===== src/rtl/sync_fifo_prog_pkg.sv =====
// Shared sizing and parameter-checking helpers for the single-clock programmable FIFO.
// Both the top and the storage array derive their depth from here so the two cannot disagree.
package sync_fifo_prog_pkg;

    function automatic int fifo_depth(input int addr_width);
        return 1 << addr_width;
    endfunction

    // Legal ranges: almost_full 1..DEPTH, almost_empty 0..DEPTH-1.
    function automatic bit thresh_ok(input int depth, input int af, input int ae);
        return (af >= 1) && (af <= depth) && (ae >= 0) && (ae <= depth - 1);
    endfunction

endpackage


===== src/rtl/sync_fifo_prog_ram.sv =====
// DEPTH x DATA_WIDTH register array: one synchronous write port, one asynchronous read port.
// Contents are deliberately not reset; the pointers alone define what is valid.
module sync_fifo_prog_ram
    import sync_fifo_prog_pkg::*;
#(
    parameter int DATA_WIDTH = 8,
    parameter int ADDR_WIDTH = 4
) (
    input  logic                  clk,
    input  logic                  i_we,
    input  logic [ADDR_WIDTH-1:0] i_waddr,
    input  logic [DATA_WIDTH-1:0] i_wdata,
    input  logic [ADDR_WIDTH-1:0] i_raddr,
    output logic [DATA_WIDTH-1:0] o_rdata
);
    localparam int DEPTH = fifo_depth(ADDR_WIDTH);

    logic [DATA_WIDTH-1:0] r_mem [0:DEPTH-1];

    always_ff @(posedge clk) begin
        if (i_we) r_mem[i_waddr] <= i_wdata;
    end

    assign o_rdata = r_mem[i_raddr];
endmodule


===== src/rtl/sync_fifo_prog.sv =====
// Single-clock FIFO with programmable almost-full/almost-empty thresholds, fill count,
// optional first-word-fall-through read and registered overflow/underflow pulses.
module sync_fifo_prog
    import sync_fifo_prog_pkg::*;
#(
    parameter int DATA_WIDTH = 8,
    parameter int ADDR_WIDTH = 4,
    parameter int FWFT       = 0,
    parameter int AF_THRESH  = 14,
    parameter int AE_THRESH  = 2
) (
    input  logic                  clk,
    input  logic                  rst,
    input  logic                  wr_en,
    input  logic [DATA_WIDTH-1:0] wr_data,
    output logic                  full,
    output logic                  almost_full,
    input  logic                  rd_en,
    output logic [DATA_WIDTH-1:0] rd_data,
    output logic                  empty,
    output logic                  almost_empty,
    output logic [ADDR_WIDTH:0]   count,
    output logic                  overflow,
    output logic                  underflow
);
    localparam int DEPTH = fifo_depth(ADDR_WIDTH);
    localparam int PW    = ADDR_WIDTH + 1;

    if (!thresh_ok(DEPTH, AF_THRESH, AE_THRESH)) begin : g_bad_thresh
        $error("sync_fifo_prog: AF_THRESH/AE_THRESH out of range");
    end

    logic [PW-1:0]         r_wptr, r_rptr, r_count;
    logic                  r_full, r_af, r_empty, r_ae, r_ov, r_un;
    logic [DATA_WIDTH-1:0] r_rd_data;

    logic                  w_wr_acc, w_rd_acc;
    logic [PW-1:0]         w_wptr_nxt, w_rptr_nxt, w_count_nxt;
    logic [DATA_WIDTH-1:0] w_ram_q;

    // Acceptance uses the registered flags, i.e. their value at the clock edge.
    assign w_wr_acc    = wr_en && !r_full;
    assign w_rd_acc    = rd_en && !r_empty;
    assign w_wptr_nxt  = r_wptr + PW'(w_wr_acc);
    assign w_rptr_nxt  = r_rptr + PW'(w_rd_acc);
    // Extra pointer bit makes the modulo-2*DEPTH difference an exact 0..DEPTH fill level.
    assign w_count_nxt = w_wptr_nxt - w_rptr_nxt;

    sync_fifo_prog_ram #(
        .DATA_WIDTH (DATA_WIDTH),
        .ADDR_WIDTH (ADDR_WIDTH)
    ) u_ram (
        .clk     (clk),
        .i_we    (w_wr_acc),
        .i_waddr (r_wptr[ADDR_WIDTH-1:0]),
        .i_wdata (wr_data),
        .i_raddr (r_rptr[ADDR_WIDTH-1:0]),
        .o_rdata (w_ram_q)
    );

    always_ff @(posedge clk or posedge rst) begin
        if (rst) begin
            r_wptr    <= '0;
            r_rptr    <= '0;
            r_count   <= '0;
            r_full    <= 1'b0;
            r_af      <= 1'b0;
            r_empty   <= 1'b1;
            r_ae      <= 1'b1;
            r_ov      <= 1'b0;
            r_un      <= 1'b0;
            r_rd_data <= '0;
        end else begin
            r_wptr  <= w_wptr_nxt;
            r_rptr  <= w_rptr_nxt;
            r_count <= w_count_nxt;
            r_full  <= (w_count_nxt == PW'(DEPTH));
            r_af    <= (w_count_nxt >= PW'(AF_THRESH));
            r_empty <= (w_count_nxt == '0);
            r_ae    <= (w_count_nxt <= PW'(AE_THRESH));
            r_ov    <= wr_en && r_full;
            r_un    <= rd_en && r_empty;
            // Popped word is kept so rd_data holds steady on idle or rejected reads.
            if (w_rd_acc) r_rd_data <= w_ram_q;
        end
    end

    assign rd_data      = (FWFT != 0 && !r_empty) ? w_ram_q : r_rd_data;
    assign full         = r_full;
    assign almost_full  = r_af;
    assign empty        = r_empty;
    assign almost_empty = r_ae;
    assign count        = r_count;
    assign overflow     = r_ov;
    assign underflow    = r_un;
endmodule

===== config.mk =====
export PLATFORM = sky130hd
export DESIGN_NAME = sync_fifo_prog
export DESIGN_NICKNAME = d
export VERILOG_FILES = /design/src/rtl/sync_fifo_prog_pkg.sv /design/src/rtl/sync_fifo_prog_ram.sv /design/src/rtl/sync_fifo_prog.sv
export SDC_FILE = /design/constraint.sdc
export NUM_CORES = 1
export LEC_CHECK = 0
export ABC_CLOCK_PERIOD_IN_PS = 4500
export CAP_MARGIN = 10
export CORE_MARGIN = 5
export CORE_UTILIZATION = 64
export CTS_CLUSTER_SIZE = 24
export DETAILED_ROUTE_END_ITERATION = 6
export PLACE_DENSITY = 0.88
export SYNTH_ARGS = -nofsm -noshare
export SYNTH_HDL_FRONTEND = slang
export SYNTH_SLANG_ARGS = --single-unit

===== constraint.sdc =====
create_clock -name clk -period 4.5 [get_ports clk]
set_clock_uncertainty 0.1 [all_clocks]
set_input_delay 0.9 -clock clk [delete_from_list [all_inputs] [get_ports clk]]
set_output_delay 0.9 -clock clk [all_outputs]
set_load 0.02 [all_outputs]

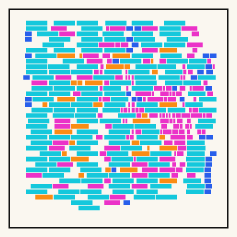
(run_1/class_map.png)
Drawn at 2 px/um.
- remaining logic cells: magenta (cells 146)
- clock drivers and dummy loads: orange (cells 32)
- registers: cyan (cells 157)
- remaining buffers and delay cells: blue (cells 36)

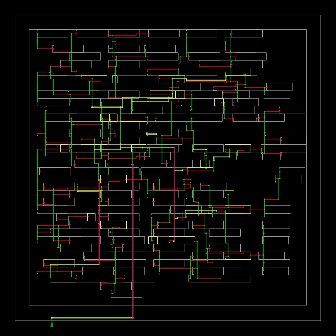
(run_1/clock_nets.png)
P_clk: 0.00126 W
CTS Buf Count: 17

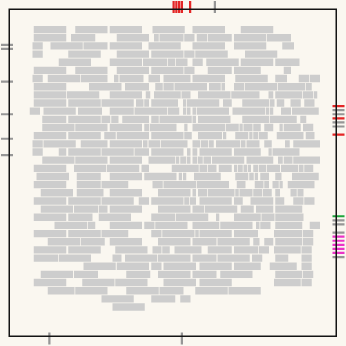
(run_1/pinout.png)
Drawn at 3 px/um. Pins as bars across the die edge, other pins in gray.
- count: magenta (pins 5; direction output; edge east)
- wr_en: green (pins 1; direction input; edge east)
- rd_data: red (pins 8; direction output; edge 5 north, 3 east)
- all pins by edge: 17 east, 6 north, 6 west, 2 south

==> summary.txt, run 1 <==
Clock-cell share: 7.388%
DIE HEIGHT: 108.5 um
Comb. pwr: 0.00186 W
Top FF cell, synth: edfxtp_1
Flop pwr share: 39.1%
Family with the most delay on the worst path: adder cells
CTS tree: yes
Post-Synth Adder-Cell Area: 1.611%
Largest stage delay, worst path: 0.42 ns
Met2 Usage GRT: 37.86%
Die W: 108.5 um
Reg with most FFs: u_ram.r_mem
Clock buf count: 17
Area leader share: 61.86%
Crit end category: register
Highest-power group: sequential cells
Routed len/inst: 24.31 um
Worst slack, placed: 0.5567 ns
Status: complete, no violations
Tot Pwr: 0.005124 W
Site Rows: 36
Via Count: 3184
H-tree depth: 4
# hold bufs at CTS: 0
run 1: worst paths after layout:
check                           from          to  slack, ns  depth (start not counted)
setup reg to reg               empty        full       1.26                         10
max in group asynchronous        rst   r_rptr[0]       2.72                          2
hold / removal             r_wptr[4]   r_wptr[4]       0.39                          1
setup / recovery               rd_en        full       1.04                         11
min in group asynchronous        rst  rd_data[4]       0.85                          2
hold reg to reg            r_wptr[4]   r_wptr[4]       0.39                          1
run 1: synthesized netlist by cell type (all sizes together) (5+ instances only):
cell / count
nor2: 15
edfxtp: 128
inv: 9
nor3: 6
nand3: 6
mux2i: 8
xnor2: 9
buf: 9
o21ai: 9
mux4: 32
mux2: 8
dfrtp: 27
a22oi: 7
ha: 8
nand2: 5
==> run 2: changes to the inputs <==
Settings changed: ABC_CLOCK_PERIOD_IN_PS 4500 to 2900, CORE_UTILIZATION 64 to 54, PLACE_DENSITY 0.88 to 0.8.
Clock period 4.5 ns to 2.9 ns, I/O delays scaled along.
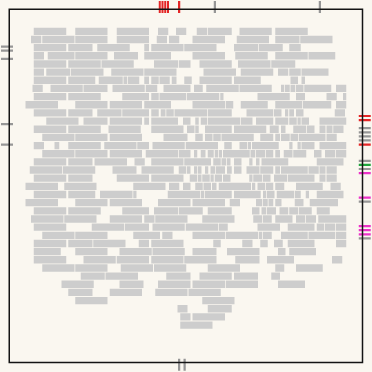
(run_2/pinout.png)
Drawn at 3 px/um. Pins as bars across the die edge, other pins in gray.
- wr_en: green (pins 1; direction input; edge east)
- count: magenta (pins 5; direction output; edge east)
- rd_data: red (pins 8; direction output; edge 5 north, 3 east)

==> summary.txt, run 2 <==
Slowest cell on crit path: clkdlybuf4s50_1
FFs w/ async S/R, synth: 18.47%
Post-Synth Adder-Cell Area: 1.611%
Crit-path max FO: 5
Top area cell types: edfxtp_1 62%, mux4_2 12%, dfrtp_1 11%
Critical path depth: 10
Clock-cell share: 7.940%
H-tree depth: 4
Status: complete, no violations
Cell type with the largest total area after synthesis: edfxtp_1
Syn_nets: 336
Clock buf count: 17
Warning count from the yosys run: 0
Routed wl met2: 6.342 mm
DIE HEIGHT: 117.3 um
Site Rows: 39
Die W: 117.3 um
Total die size: 13750 sq um
Gpl congestion: 0.9321
Met2 Usage GRT: 31.18%
Commonest cells post-synth: 128 x edfxtp_1, 32 x mux4_2, 27 x dfrtp_1, 14 x nor2_1, 9 x inv_1
Kind of critical path: in -> reg
Sw Ratio: 32.17%
Area leader share: 61.86%
M3 GR Usage: 5.141%
Routed Antenna Nets: 0
Total GRT Usage: 19.22%
Flop pwr share: 36.0%
Combinational share of cell area: 20.60%
Crit path buf inv count: 1
Family with the most delay on the worst path: adder cells
Ports: 31
Worst slack, placed: -0.2685 ns
Worst r2r path cells: 10
Largest stage delay, worst path: 0.47 ns
CTS tree: yes
Reg with most FFs: u_ram.r_mem
HPWL after detailed placement: 7.514 mm
Unique cell types: 40
Hold path cells: 1
# hold bufs at CTS: 0
Top FF cell, synth: edfxtp_1
Tot Pwr: 0.008435 W
DR top layer: met4
Routed len/inst: 22.61 um
CTS Buf Count: 17
Via Count: 3153
==> run 2: path summary, 6_finish.rpt <==
path	start	to	slack [ns]
setup / recovery	wr_en	full	0.17
setup reg to reg	empty	full	0.33
min in group asynchronous	rst	underflow	0.41
hold / removal	r_rptr[4]	r_rptr[4]	0.40
max in group asynchronous	rst	r_rptr[0]	1.67
hold reg to reg	r_rptr[4]	r_rptr[4]	0.40
==> run 2: power by group through the flow <==
stage                     Combinational, W  Clock (W)  Sequential (W)
after floorplan                    0.00210          0         0.00312
after global placement             0.00302          0         0.00305
after detailed placement           0.00311          0         0.00308
after CTS                          0.00315    0.00226         0.00304
after global routing               0.00344    0.00237         0.00307
final                              0.00317    0.00223         0.00304
==> run 3: changes to the inputs <==
Settings changed: CORE_UTILIZATION 54 to 56, CTS_BUF_LIST from default to sky130_fd_sc_hd__clkbuf_8, PLACE_DENSITY 0.8 to 0.82.
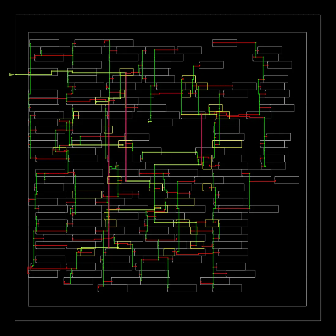
(run_3/clock_nets.png)
Flops: 157
TritonCTS Sinks: 157
Insertion Delay late pin: 0.44 ns

==> summary.txt, run 3 <==
Reg with most FFs: u_ram.r_mem
Cell type with the largest total area after synthesis: edfxtp_1
Kind of critical path: in -> reg
Critical path capture point: almost_empty
Worst Hold Path EP: r_rptr[4]
Family with the most delay on the worst path: buffers and inverters
Crit path buf inv count: 2
Gpl congestion: 0.8386
Site Rows: 38
Total sequential power: 0.00304 W
Worst r2r path cells: 10
Status: complete, no violations
Tot Pwr: 0.007958 W
P_clk: 0.00169 W
HPWL after detailed placement: 7.716 mm
Area leader share: 61.86%
Hold path cells: 1
Sw Ratio: 33.59%
CTS Buf Count: 17
Warning count from the yosys run: 0
Total die size: 13300 sq um
FFs w/ async S/R, synth: 18.47%
Die W: 115.3 um
Commonest cells post-synth: 128 x edfxtp_1, 32 x mux4_2, 27 x dfrtp_1, 14 x nor2_1, 9 x inv_1
Unique cell types: 40
Top area cell types: edfxtp_1 62%, mux4_2 12%, dfrtp_1 11%
Top FF cell, synth: edfxtp_1
Via Count: 3127
Total GRT Usage: 19.26%
# hold bufs at CTS: 0
Critical path depth: 10
run 3: cell types whose count changed in the layout (fill, tap and decap cells not counted):
cell,delta
clkinv_1,-3
a31oi_2,+1
clkinv_4,-1
clkbuf_8,+17
clkinv_2,+2
inv_6,-1
inv_8,+3
inv_1,+1
a31oi_1,-1
clkbuf_16,-17
buf_4,+7
run 3: area by class of cell:
type | instances | area share [%]
clock buffer | 17 | 3.189
clock inverter | 15 | 2.524
inverter | 9 | 0.4605
multi-input combinational | 137 | 21.01
sequential | 157 | 62.34
tap | 140 | 2.388
timing repair buffer | 69 | 8.085
run 3: per-layer routing:
metal,GRT usage [%],vias up,wire [um]
met5,0,-,0
met4,6.573,0,166
met3,3.789,15,532
met2,33.06,83,6217
met1,24.84,1627,4688
li1,-,1402,-
No activity file was given, so power comes from the tool's default toggle rates.
